--- config.mk ---
export PLATFORM = sky130hd
export DESIGN_NAME = pkt_rx
export DESIGN_NICKNAME = d
export VERILOG_FILES = /design/src/rtl/router_pkg.sv /design/src/rtl/pkt_rx.sv
export SDC_FILE = /design/constraint.sdc
export NUM_CORES = 1
export LEC_CHECK = 0
export CORE_ASPECT_RATIO = 1.25
export CORE_UTILIZATION = 65
export CTS_BUF_LIST = sky130_fd_sc_hd__clkbuf_4 sky130_fd_sc_hd__clkbuf_8 sky130_fd_sc_hd__clkbuf_16
export DETAILED_ROUTE_END_ITERATION = 8
export GPL_ROUTABILITY_DRIVEN = 1
export GPL_TIMING_DRIVEN = 1
export MAX_ROUTING_LAYER = met4
export PLACE_DENSITY = 0.84
export SYNTH_ARGS = -nofsm -noshare
export SYNTH_HDL_FRONTEND = slang
export SYNTH_SLANG_ARGS = --single-unit
--- constraint.sdc ---
create_clock -name clk -period 8.4 [get_ports clk]
set_input_delay 1.26 -clock clk [delete_from_list [all_inputs] [get_ports clk]]
set_output_delay 1.26 -clock clk [all_outputs]
set_load 0.01 [all_outputs]
--- src/rtl/router_pkg.sv ---
// Shared NoC router types: VC count, credit depth and the flit channel format.
package router_pkg;

    localparam int unsigned NUM_VCS        = 4;
    localparam int unsigned CREDITS_PER_VC = 4;
    localparam int unsigned VC_W           = (NUM_VCS > 1) ? $clog2(NUM_VCS) : 1;

    typedef enum logic [2:0] {
        FlitI  = 3'd0,
        FlitH  = 3'd1,
        FlitB  = 3'd2,
        FlitT  = 3'd3,
        FlitHt = 3'd4
    } ftype_e;

    typedef logic [VC_W-1:0] vcid_t;
    typedef logic [3:0]      coord_t;
    typedef logic [7:0]      pkt_id_t;

    typedef struct packed {
        ftype_e      ftype;
        vcid_t       fvcid;
        pkt_id_t     pkt_id;
        coord_t      srcx;
        coord_t      srcy;
        coord_t      dstx;
        coord_t      dsty;
        logic [31:0] data;
    } channel_t;

endpackage

--- src/rtl/pkt_rx.sv ---
// NoC ejection receiver: per-VC flit buffers, credit return, packet reassembly into
// descriptors with a valid/ready output, and sticky protocol/destination error flags.
module pkt_rx
    import router_pkg::*;
#(
    parameter int unsigned DX        = 0,
    parameter int unsigned DY        = 0,
    parameter int unsigned BUF_DEPTH = CREDITS_PER_VC,
    parameter int unsigned CNT_W     = 16
) (
    input  logic               clk,
    input  logic               arst_n,
    input  channel_t           flit_from_noc,
    output logic [NUM_VCS-1:0] credits_to_noc,
    output logic               pkt_valid,
    input  logic               pkt_ready,
    output pkt_id_t            pkt_id,
    output coord_t             pkt_srcx,
    output coord_t             pkt_srcy,
    output vcid_t              pkt_vcid,
    output logic [CNT_W-1:0]   pkt_flit_count,
    output logic               err_ovf,
    output logic               err_proto,
    output logic               err_dst
);

    localparam int unsigned PTR_W = (BUF_DEPTH > 1) ? $clog2(BUF_DEPTH) : 1;
    localparam int unsigned OCC_W = $clog2(BUF_DEPTH + 1);
    localparam logic [CNT_W-1:0] CNT_MAX = '1;

    typedef enum logic {StIdle, StAssm} vc_state_e;

    channel_t         mem_q    [NUM_VCS][BUF_DEPTH];
    logic [PTR_W-1:0] wr_ptr_q [NUM_VCS];
    logic [PTR_W-1:0] rd_ptr_q [NUM_VCS];
    logic [OCC_W-1:0] occ_q    [NUM_VCS];
    vc_state_e        state_q  [NUM_VCS];
    pkt_id_t          id_q     [NUM_VCS];
    coord_t           srcx_q   [NUM_VCS];
    coord_t           srcy_q   [NUM_VCS];
    logic [CNT_W-1:0] cnt_q    [NUM_VCS];
    vcid_t            rr_q;
    logic [NUM_VCS-1:0] credit_q;

    logic             pkt_valid_q, err_ovf_q, err_proto_q, err_dst_q;
    pkt_id_t          out_id_q;
    coord_t           out_srcx_q, out_srcy_q;
    vcid_t            out_vc_q;
    logic [CNT_W-1:0] out_cnt_q;

    function automatic logic [PTR_W-1:0] ptr_inc(input logic [PTR_W-1:0] p);
        return (p == PTR_W'(BUF_DEPTH - 1)) ? '0 : p + 1'b1;
    endfunction

    // Write side: occupancy is checked before any same-cycle pop.
    logic  push_req, push_ok, drop;
    vcid_t wr_vc;
    assign push_req = (flit_from_noc.ftype != FlitI);
    assign wr_vc    = flit_from_noc.fvcid;
    assign drop     = push_req && (occ_q[wr_vc] == OCC_W'(BUF_DEPTH));
    assign push_ok  = push_req && !drop;

    logic               out_stall, pop_en;
    logic [NUM_VCS-1:0] cand, push_hit, pop_hit;
    vcid_t              pop_vc;
    channel_t           pop_flit;
    int unsigned        idx;

    always_comb begin
        out_stall = pkt_valid_q && !pkt_ready;
        pop_en    = 1'b0;
        pop_vc    = '0;
        idx       = 0;
        for (int v = 0; v < NUM_VCS; v++) begin
            // Only T/HT can emit, so only they wait on a held output register.
            cand[v] = (occ_q[v] != '0) && !(out_stall &&
                      (mem_q[v][rd_ptr_q[v]].ftype inside {FlitT, FlitHt}));
        end
        for (int i = 0; i < NUM_VCS; i++) begin
            idx = (int'(rr_q) + i) % NUM_VCS;
            if (!pop_en && cand[idx]) begin
                pop_en = 1'b1;
                pop_vc = vcid_t'(idx);
            end
        end
        pop_flit = mem_q[pop_vc][rd_ptr_q[pop_vc]];
        push_hit = '0;
        pop_hit  = '0;
        if (push_ok) push_hit[wr_vc] = 1'b1;
        if (pop_en)  pop_hit[pop_vc] = 1'b1;
    end

    vc_state_e        st_cur, st_nxt;
    logic [CNT_W-1:0] cnt_inc, cnt_nxt, emit_cnt;
    pkt_id_t          id_nxt, emit_id;
    coord_t           sx_nxt, sy_nxt, emit_sx, emit_sy;
    logic             emit, set_proto, set_dst, is_head;

    always_comb begin
        st_cur    = state_q[pop_vc];
        st_nxt    = st_cur;
        cnt_inc   = (cnt_q[pop_vc] == CNT_MAX) ? CNT_MAX : cnt_q[pop_vc] + 1'b1;
        cnt_nxt   = cnt_q[pop_vc];
        id_nxt    = id_q[pop_vc];
        sx_nxt    = srcx_q[pop_vc];
        sy_nxt    = srcy_q[pop_vc];
        emit      = 1'b0;
        emit_id   = id_q[pop_vc];
        emit_sx   = srcx_q[pop_vc];
        emit_sy   = srcy_q[pop_vc];
        emit_cnt  = cnt_inc;
        set_proto = 1'b0;
        set_dst   = 1'b0;
        is_head   = pop_flit.ftype inside {FlitH, FlitHt};
        if (pop_en) begin
            if (is_head && (pop_flit.dstx != coord_t'(DX) || pop_flit.dsty != coord_t'(DY))) begin
                set_dst = 1'b1;
            end
            // A new head mid-packet abandons the partial packet and restarts from idle.
            if (st_cur == StAssm && is_head) begin
                set_proto = 1'b1;
                st_cur    = StIdle;
            end
            if (st_cur == StIdle) begin
                case (pop_flit.ftype)
                    FlitH: begin
                        id_nxt  = pop_flit.pkt_id;
                        sx_nxt  = pop_flit.srcx;
                        sy_nxt  = pop_flit.srcy;
                        cnt_nxt = CNT_W'(1);
                        st_nxt  = StAssm;
                    end
                    FlitHt: begin
                        emit     = 1'b1;
                        emit_id  = pop_flit.pkt_id;
                        emit_sx  = pop_flit.srcx;
                        emit_sy  = pop_flit.srcy;
                        emit_cnt = CNT_W'(1);
                        st_nxt   = StIdle;
                    end
                    default: set_proto = 1'b1;
                endcase
            end else begin
                case (pop_flit.ftype)
                    FlitB: cnt_nxt = cnt_inc;
                    FlitT: begin
                        emit   = 1'b1;
                        st_nxt = StIdle;
                    end
                    default: ;
                endcase
            end
        end
    end

    always_ff @(posedge clk) begin
        if (push_ok) mem_q[wr_vc][wr_ptr_q[wr_vc]] <= flit_from_noc;
    end

    always_ff @(posedge clk or negedge arst_n) begin
        if (!arst_n) begin
            for (int v = 0; v < NUM_VCS; v++) begin
                wr_ptr_q[v] <= '0;
                rd_ptr_q[v] <= '0;
                occ_q[v]    <= '0;
                state_q[v]  <= StIdle;
                id_q[v]     <= '0;
                srcx_q[v]   <= '0;
                srcy_q[v]   <= '0;
                cnt_q[v]    <= '0;
            end
            rr_q        <= '0;
            credit_q    <= '0;
            pkt_valid_q <= 1'b0;
            out_id_q    <= '0;
            out_srcx_q  <= '0;
            out_srcy_q  <= '0;
            out_vc_q    <= '0;
            out_cnt_q   <= '0;
            err_ovf_q   <= 1'b0;
            err_proto_q <= 1'b0;
            err_dst_q   <= 1'b0;
        end else begin
            for (int v = 0; v < NUM_VCS; v++) begin
                if (push_hit[v]) wr_ptr_q[v] <= ptr_inc(wr_ptr_q[v]);
                if (pop_hit[v])  rd_ptr_q[v] <= ptr_inc(rd_ptr_q[v]);
                if (push_hit[v] && !pop_hit[v])      occ_q[v] <= occ_q[v] + 1'b1;
                else if (!push_hit[v] && pop_hit[v]) occ_q[v] <= occ_q[v] - 1'b1;
            end
            credit_q <= pop_hit;
            if (pop_en) begin
                rr_q            <= (pop_vc == vcid_t'(NUM_VCS - 1)) ? '0 : pop_vc + 1'b1;
                state_q[pop_vc] <= st_nxt;
                cnt_q[pop_vc]   <= cnt_nxt;
                id_q[pop_vc]    <= id_nxt;
                srcx_q[pop_vc]  <= sx_nxt;
                srcy_q[pop_vc]  <= sy_nxt;
            end
            if (emit) begin
                pkt_valid_q <= 1'b1;
                out_id_q    <= emit_id;
                out_srcx_q  <= emit_sx;
                out_srcy_q  <= emit_sy;
                out_vc_q    <= pop_vc;
                out_cnt_q   <= emit_cnt;
            end else if (pkt_valid_q && pkt_ready) begin
                pkt_valid_q <= 1'b0;
            end
            err_ovf_q   <= err_ovf_q | drop;
            err_proto_q <= err_proto_q | set_proto;
            err_dst_q   <= err_dst_q | set_dst;
        end
    end

    assign credits_to_noc = credit_q;
    assign pkt_valid      = pkt_valid_q;
    assign pkt_id         = out_id_q;
    assign pkt_srcx       = out_srcx_q;
    assign pkt_srcy       = out_srcy_q;
    assign pkt_vcid       = out_vc_q;
    assign pkt_flit_count = out_cnt_q;
    assign err_ovf        = err_ovf_q;
    assign err_proto      = err_proto_q;
    assign err_dst        = err_dst_q;

endmodule

==> run notes, run 1 <==
Results of an implementation run.

about 110 I/O pins were placed. Setup repair after global routing left no endpoint under its margin. The clock-pin slew on the worst setup and hold paths is 60 ps. Per the OpenROAD floorplan log, the height of the die is 230 um. Summing over every cut layer, the via total after detailed routing is 17.8k. STA lists the startpoint of the worst register-to-register path as rd_ptr_q[6]$_DFFE_PN0P_. The run finished with clean final reports. Per STA, the highest per-stage delay on the worst path measures 610 ps. According to the timing report, the data required time at the worst endpoint equals between 8000 and 9000 ps. Yosys shows that the main logic family after synthesis is simple AND/OR/NAND/NOR gates. The most frequently used library cell after synthesis is sky130_fd_sc_hd__edfxtp_1. In the post-route analysis, the smallest setup slack over all paths is about 1100 ps. The later pin in the worst-skew pair is clocked with a latency of between 600 and 700 ps.

By instance count, the cell type seen most on the critical path is sky130_fd_sc_hd__buf_4. Per the final layout report, the fraction of cells sized above drive strength 1 comes to 0.129. The cell type that accounts for the most area after synthesis is sky130_fd_sc_hd__edfxtp_1. The register with the most flip-flops in the layout has approximately 430 of them. Looking at the critical path, the single cell with the biggest stage delay is sky130_fd_sc_hd__buf_4. The number of routed nets with antenna violations is 0. The global-route wire length before repair is slightly below 100 mm. The worst setup path is captured at a flip-flop. The total overflow left after global routing is 0. Per the post-synthesis report, the number of cells in the design is 2021. Routability-driven placement finished with a final weighted congestion of between 0.9 and 1. After synthesis the netlist holds a flip-flop and latch count of 636. When the netlist entered floorplanning its net count stood at about 2.1k. Wire segments on met3 add up to approximately 5.0 mm in the final route.

Looking at the critical path, the highest net fanout was approximately 42. The worst path arrival time is roughly 7700 ps. The detailed router's first-iteration violation count is between 1.5k and 2k.

Counting instances, the worst hold path has a depth of 1. In this run the cell area of the synthesized design comes to approximately 27000 um2. The post-synth tally of flip-flops with integrated enable is 432.

The number of global-route vias before repair came to 17.9k. The CTS tree is done. The classification of the worst-slack hold path is reg2reg.
-- run 1: area by class of cell --
type | count | area [um2]
Timing Repair Buffer | 129 | 1180
Clock buffer | 62 | 1460
Sequential cell | 636 | 18100
Clock inverter | 41 | 350
Antenna cell | 3 | 7.51
Multi-Input combinational cell | 1231 | 8380
Tap cell | 552 | 691
Fill cell | 2450 | 10800
Inverter | 30 | 113
-- run 1: metal layers --
layer,vias up,global-route usage
li1,7799,-
met1,8865,0.398
met2,921,0.520
met3,210,0.0491
met4,0,0.142
met5,-,-
run_1/congestion_map.png
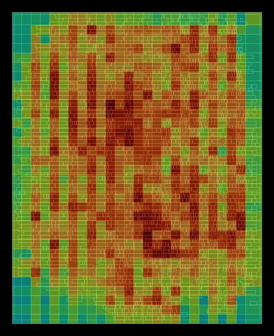
end-of-flow core utilization: 0.738
global-route met1 utilization: 0.398
met3 usage: 0.0491
routed length per instance: 23.7 um

run_1/util_map.png
The die is cut into 18 by 23 equal tiles; black is low, pale yellow is high, 0 to 100% covered.
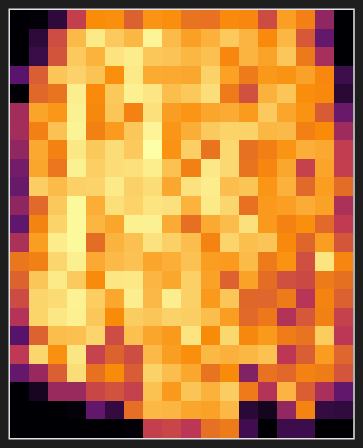
56% of the tiles are over 75% full. The fullest tile reaches 100%. The mean over all tiles is 70%. 5.6% of the tiles are nearly empty.
area of the core: 41000 um2
pre-placement core utilization: 0.659

run_1/class_map.png
The bar under the picture is 50 um long. Fill, decap, tap and diode cells in gray.
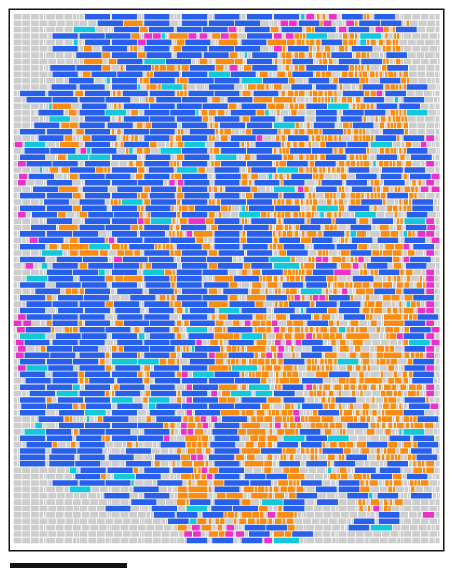
Key: remaining logic cells = orange [cells 1261, share of their area 29%]; registers = blue [cells 636, share of their area 61%]; clock drivers and dummy loads = cyan [cells 103, share of their area 6.1%]; remaining buffers and delay cells = magenta [cells 129, share of their area 4.0%]
register fraction of the total cell area: 0.597
floorplan row count: 83
final instance area: 30300 um2

==> run 2, diff against run 1 <==
Settings changed: MAX_ROUTING_LAYER met4 to not set.
run_2/class_map.png
The bar under the picture is 50 um long. Fill, decap, tap and diode cells in gray.
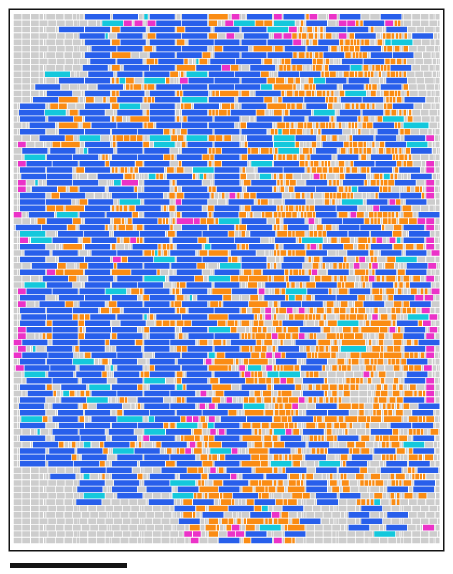
final instance area: 30400 um2
end-of-flow core utilization: 0.741
register fraction of the total cell area: 0.595

run_2/congestion_map.png
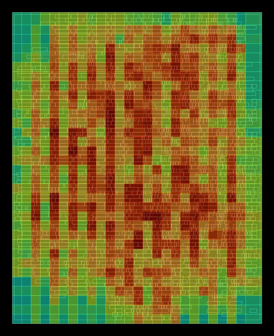
routed length per instance: 23.5 um
most crowded layer after global routing: met2

==> run 2 against run 1 <==
Compared with the run above:
- worst hold slack better by 13 ps
- via count down 0.90%
- cell count is 0.15% lower
- first-iteration DRC count increased by 6.9%
- largest cell class unchanged
- synthesized cell count unchanged
- die size unchanged
- critical endpoint is now pkt_id[2]$_DFFE_PN0P_
- synthesized area unchanged
- maximum frequency rose by 0.45%
- core utilization increased by 0.34 points
==> run notes, run 2 <==
Results of an implementation run.

The critical path endpoint has a required time of ~8900 ps. Per the layout report, the design carries between 100 and 150 non-clock buffers. The clock-pin slew on the worst setup and hold paths is 60 ps. The flow ran to the end, and the final reports show no timing, DRC or antenna violations. The via count is ~18k.

The met2 usage is 0.515. STA lists the maximum fanout along the critical path as 26. After floorplanning, the core was sized to cover around 41000 um2. The number of inverters outside the clock class in the layout is 30.

The number of global-route vias before repair is about 18k. For this configuration, the core starts out at a cell density of 0.659. The post-synth tally of flip-flops with integrated enable is around 430. The cell type with the largest total area is sky130_fd_sc_hd__edfxtp_1.

0 antenna diodes ended up in the layout. Synthesis inferred about 640 register bits. The met3 routing resource usage after global routing is 0.0477. In the final layout, the fill cell count is around 2.4k. The register with the most flip-flops in the layout has 432 of them. Looking at the area split, the leading class of cells is registers. TritonCTS built the clock tree.

The timing report shows that the slowest cell on the worst path is sky130_fd_sc_hd__nor2_4. The classification of the worst-slack hold path is reg2reg. The violation tally recorded at the end of detailed-routing iteration 0 is 2042. Per the post-synthesis report, the number of cells in the design is about 2.0k. The longest incremental delay of any stage on the critical path is reported as ~690 ps. The cell area after synthesis is 27000 um2. The worst setup path is captured at a flip-flop. The number of nets at floorplan is 2106.

Setup repair after global routing left no endpoint under its margin. Of the cells placed in the final design, the portion with a size suffix greater than 1 is 0.131. Once detail routing completed, the nets flagged for antenna violations numbered 0.

The footprint of the multi-input gates is approximately 8400 um2. The multi-input combinational gate total is around 1.2k. The clock latency at the later pin of the worst-skew pair is roughly 600 ps. The most frequently used cell type in the post-synthesis netlist is sky130_fd_sc_hd__edfxtp_1.

The first global-routing pass estimated 99.6 mm of wire. In this run the core area contains just over 80 standard-cell rows. The worst path arrival time is roughly 7700 ps. The main logic family after synthesis is simple AND/OR/NAND/NOR gates. The final estimated routing congestion in global placement is ~0.93. The number of sequential cells reported for the layout is approximately 640. Of the total standard cell area in the layout, the multi-input combinational portion is 0.276. In the finished layout, the clock tree contains a buffer count of 74.

The met3 routed wirelength is about 5.2 mm.
run_2/ff_map.png
The bar under the picture is 50 um long. Other sequential cells in the stronger gray, the rest of the logic in the fainter gray.
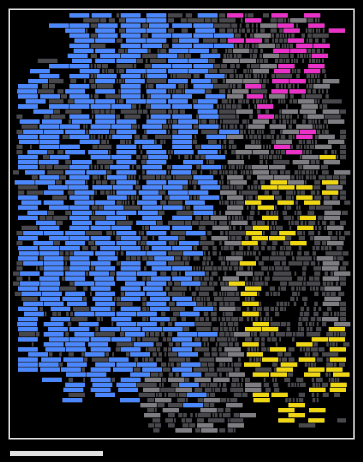
Key: cnt_q = yellow [sequential cells 64]; mem_q = blue [sequential cells 432]; id_q = magenta [sequential cells 32, where upper right]

[run 2: final timing paths]
path	from	end	depth (start not counted)
worst max register to register	rd_ptr_q[5]$_DFFE_PN0P_	pkt_id[2]$_DFFE_PN0P_	18
worst min-delay path	err_ovf$_DFF_PN0_	err_ovf$_DFF_PN0_	1
max in group asynchronous	arst_n	id_q[24]$_DFFE_PN0P_	2
worst min register to register	err_ovf$_DFF_PN0_	err_ovf$_DFF_PN0_	1
worst max-delay path	pkt_ready	pkt_id[2]$_DFFE_PN0P_	19
min in group asynchronous	arst_n	cnt_q[60]$_DFFE_PN0P_	1
[run 2: per-stage QoR]
step	setup slack, ps	instances
finish	1180	2680
global route	830	2680
CTS	1260	2680
detailed placement	698	2576
global placement	871	2576
floorplan	2440	2021
==> run 3, diff against run 2 <==
Settings changed: SKIP_CTS_REPAIR_TIMING set to 1.
run_3/ff_map.png
The bar under the picture is 50 um long. Other sequential cells in the stronger gray, the rest of the logic in the fainter gray.
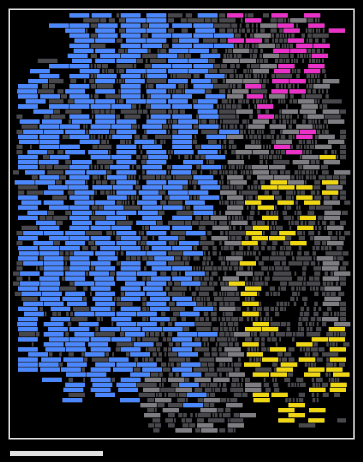
Key: id_q = magenta [sequential cells 32, where upper right]; mem_q = blue [sequential cells 432]; cnt_q = yellow [sequential cells 64]

run_3/class_map.png
The bar under the picture is 50 um long. Fill, decap, tap and diode cells in gray.
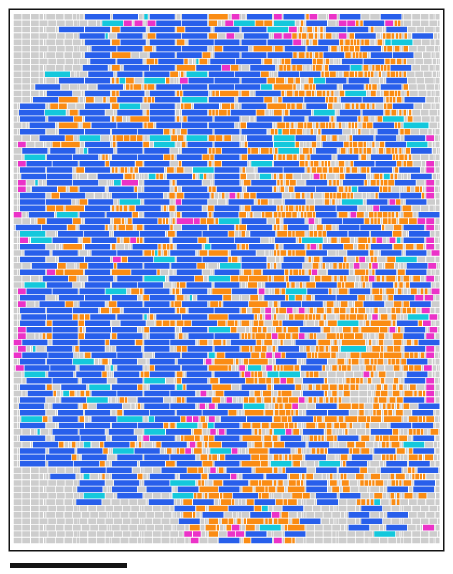

==> run 3 against run 2 <==
Compared with the run above:
- register-to-register slack barely moved
- design area stayed put
- maximum frequency stayed put
- global-route usage stayed put
- non-clock buffer count unchanged
==> run notes, run 3 <==
Results of an implementation run.

The flow ran to the end, and the final reports show no timing, DRC or antenna violations. On met1, the global router reports a usage of 0.402. The number of antenna violations at the first check in global routing is 0. The post-synth tally of flip-flops with integrated enable is approximately 430.

For met2 alone, demand over resource in global routing was 0.515. The commonest cells after synthesis are sky130_fd_sc_hd__edfxtp_1, sky130_fd_sc_hd__nand2_1, sky130_fd_sc_hd__dfrtp_1.

The register with the most flip-flops in the layout has between 400 and 500 of them. The script reports the combined buffer and inverter count of the critical path as 5. Among all stages on the critical path, the maximum delay recorded is between 600 and 700 ps. Per the post-CTS timing run, clock transition at the registers of the reported paths is 60 ps. The cell with the largest stage delay on the worst path is sky130_fd_sc_hd__nor2_4. Port buffering added about 73 buffers. The floorplan step set the die height to roughly 230 um. The capture point of the critical path was reported as pkt_id[2]$_DFFE_PN0P_. The number of cells traversed by the worst hold path is 1. In this run the worst setup path begins at pkt_ready. The net count of the finished layout is ~2.2k.

The most critical min-delay path falls under reg2reg. The CTS tree is done. The fraction of layout instances using a drive strength above 1 is 0.131. Summing all non-filler instances in the final layout gives an area of slightly above 30000 um2.

The most common logic cells in the final layout are sky130_fd_sc_hd__edfxtp_1, sky130_fd_sc_hd__nand2_1, sky130_fd_sc_hd__dfrtp_1. Setup repair after global routing left no endpoint under its margin.

After filler insertion, the fill cell instance count of the layout stands at between 2k and 2.5k. The capture point of the worst register-to-register path is recorded as pkt_id[2]$_DFFE_PN0P_. The cell type with the largest total area is sky130_fd_sc_hd__edfxtp_1. The post-place setup slack is about 700 ps. The met3 routed wirelength is about 5.2 mm. The clock tree root driver cell is sky130_fd_sc_hd__clkbuf_16. The initialized floorplan defines between 80 and 90 standard-cell rows. The report puts the cell count of the worst reg-to-reg path at 18. The number of global-route vias before repair is 18.0k. The clock latency at the later pin of the worst-skew pair is about 600 ps. According to the timing report, the arrival time at the worst endpoint equals ~7700 ps. The endpoint class of the critical path is a flip-flop. The growth of design area from synthesis to finish is 12.4%. The most frequently used cell type in the post-synthesis netlist is sky130_fd_sc_hd__edfxtp_1. Counting tap cells, the placed design contains a total of about 2.6k instances. The async set or reset register ratio after synthesis is 0.321. The core region is just over 40000 um2. The detailed router's first-iteration violation count is approximately 2.0k. In the detailed route, the total length drawn on met2 is about 31 mm. The report shows a maximum critical-path fanout of 26. The first global-routing pass estimated approximately 100 mm of wire. The post-layout instance count excluding filler cells is ~2.7k.

The number of storage elements in the synthesis netlist is ~640. The layer flagged by global routing as most heavily used is met2. The number of I/O pins is 106. In this run the most critical hold path is launched from err_ovf$_DFF_PN0_. The proportion of synthesized chip area in sequential cells is 0.669. The synthesized instance count is around 2.0k. Yosys attributes the largest share of cell area to sky130_fd_sc_hd__edfxtp_1, sky130_fd_sc_hd__dfrtp_1, sky130_fd_sc_hd__nand2_1.

The critical path crosses 19 cells after its start point. The worst register-to-register path begins at rd_ptr_q[5]$_DFFE_PN0P_. STA shows the worst min-delay path finishing at err_ovf$_DFF_PN0_. The initial utilization of the core area, before any placement, comes to 0.659.

The via count is 17.6k. The required time at the worst endpoint is listed as 8860 ps. The met3 routing resource usage after global routing is 0.0477. Summing every instance area after synthesis gives between 20000 and 30000 um2. The number of nets at floorplan is roughly 2.1k. The number of routed nets with antenna violations is 0.

The routed length per placed instance is roughly 24 um. The critical path in the final layout is reported with a setup slack of around 1200 ps. The total overflow reported by the global router is 0. The final estimated routing congestion in global placement is 0.926.

The number of diodes added for antenna fixing is 0.
run_3/util_map.png
The die is cut into 18 by 23 equal tiles; black is low, pale yellow is high, 0 to 100% covered.
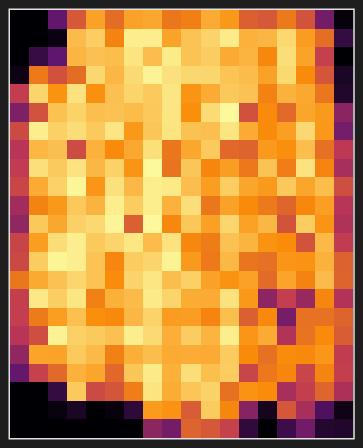
The mean over all tiles is 70%. 4.8% of the tiles are nearly empty. 58% of the tiles are over 75% full. The fullest tile reaches 99%.

-- run 3: cell families after synthesis --
logic type	count (synthesis)	synth area share
flip-flops	636	0.669
multiplexers	177	0.0811
XOR/XNOR	19	0.00616
buffers and inverters	154	0.0254
AND-OR/OR-AND	389	0.0993
adder cells (fa/ha/maj)	21	0.0108
AND/OR/NAND/NOR	625	0.109
-- run 3: area by class of cell --
| cell class | instances | area, um2 | area share |
|---|---|---|---|
| flip-flops and latches | 636 | 18100 | 0.595 |
| multi-input cells | 1231 | 8380 | 0.276 |
| clock buffers | 74 | 1630 | 0.0535 |
| repair buffers | 127 | 1160 | 0.0383 |
| well taps | 552 | 691 | 0.0227 |
| clock inverters | 30 | 349 | 0.0115 |
| inverters | 30 | 113 | 0.00370 |
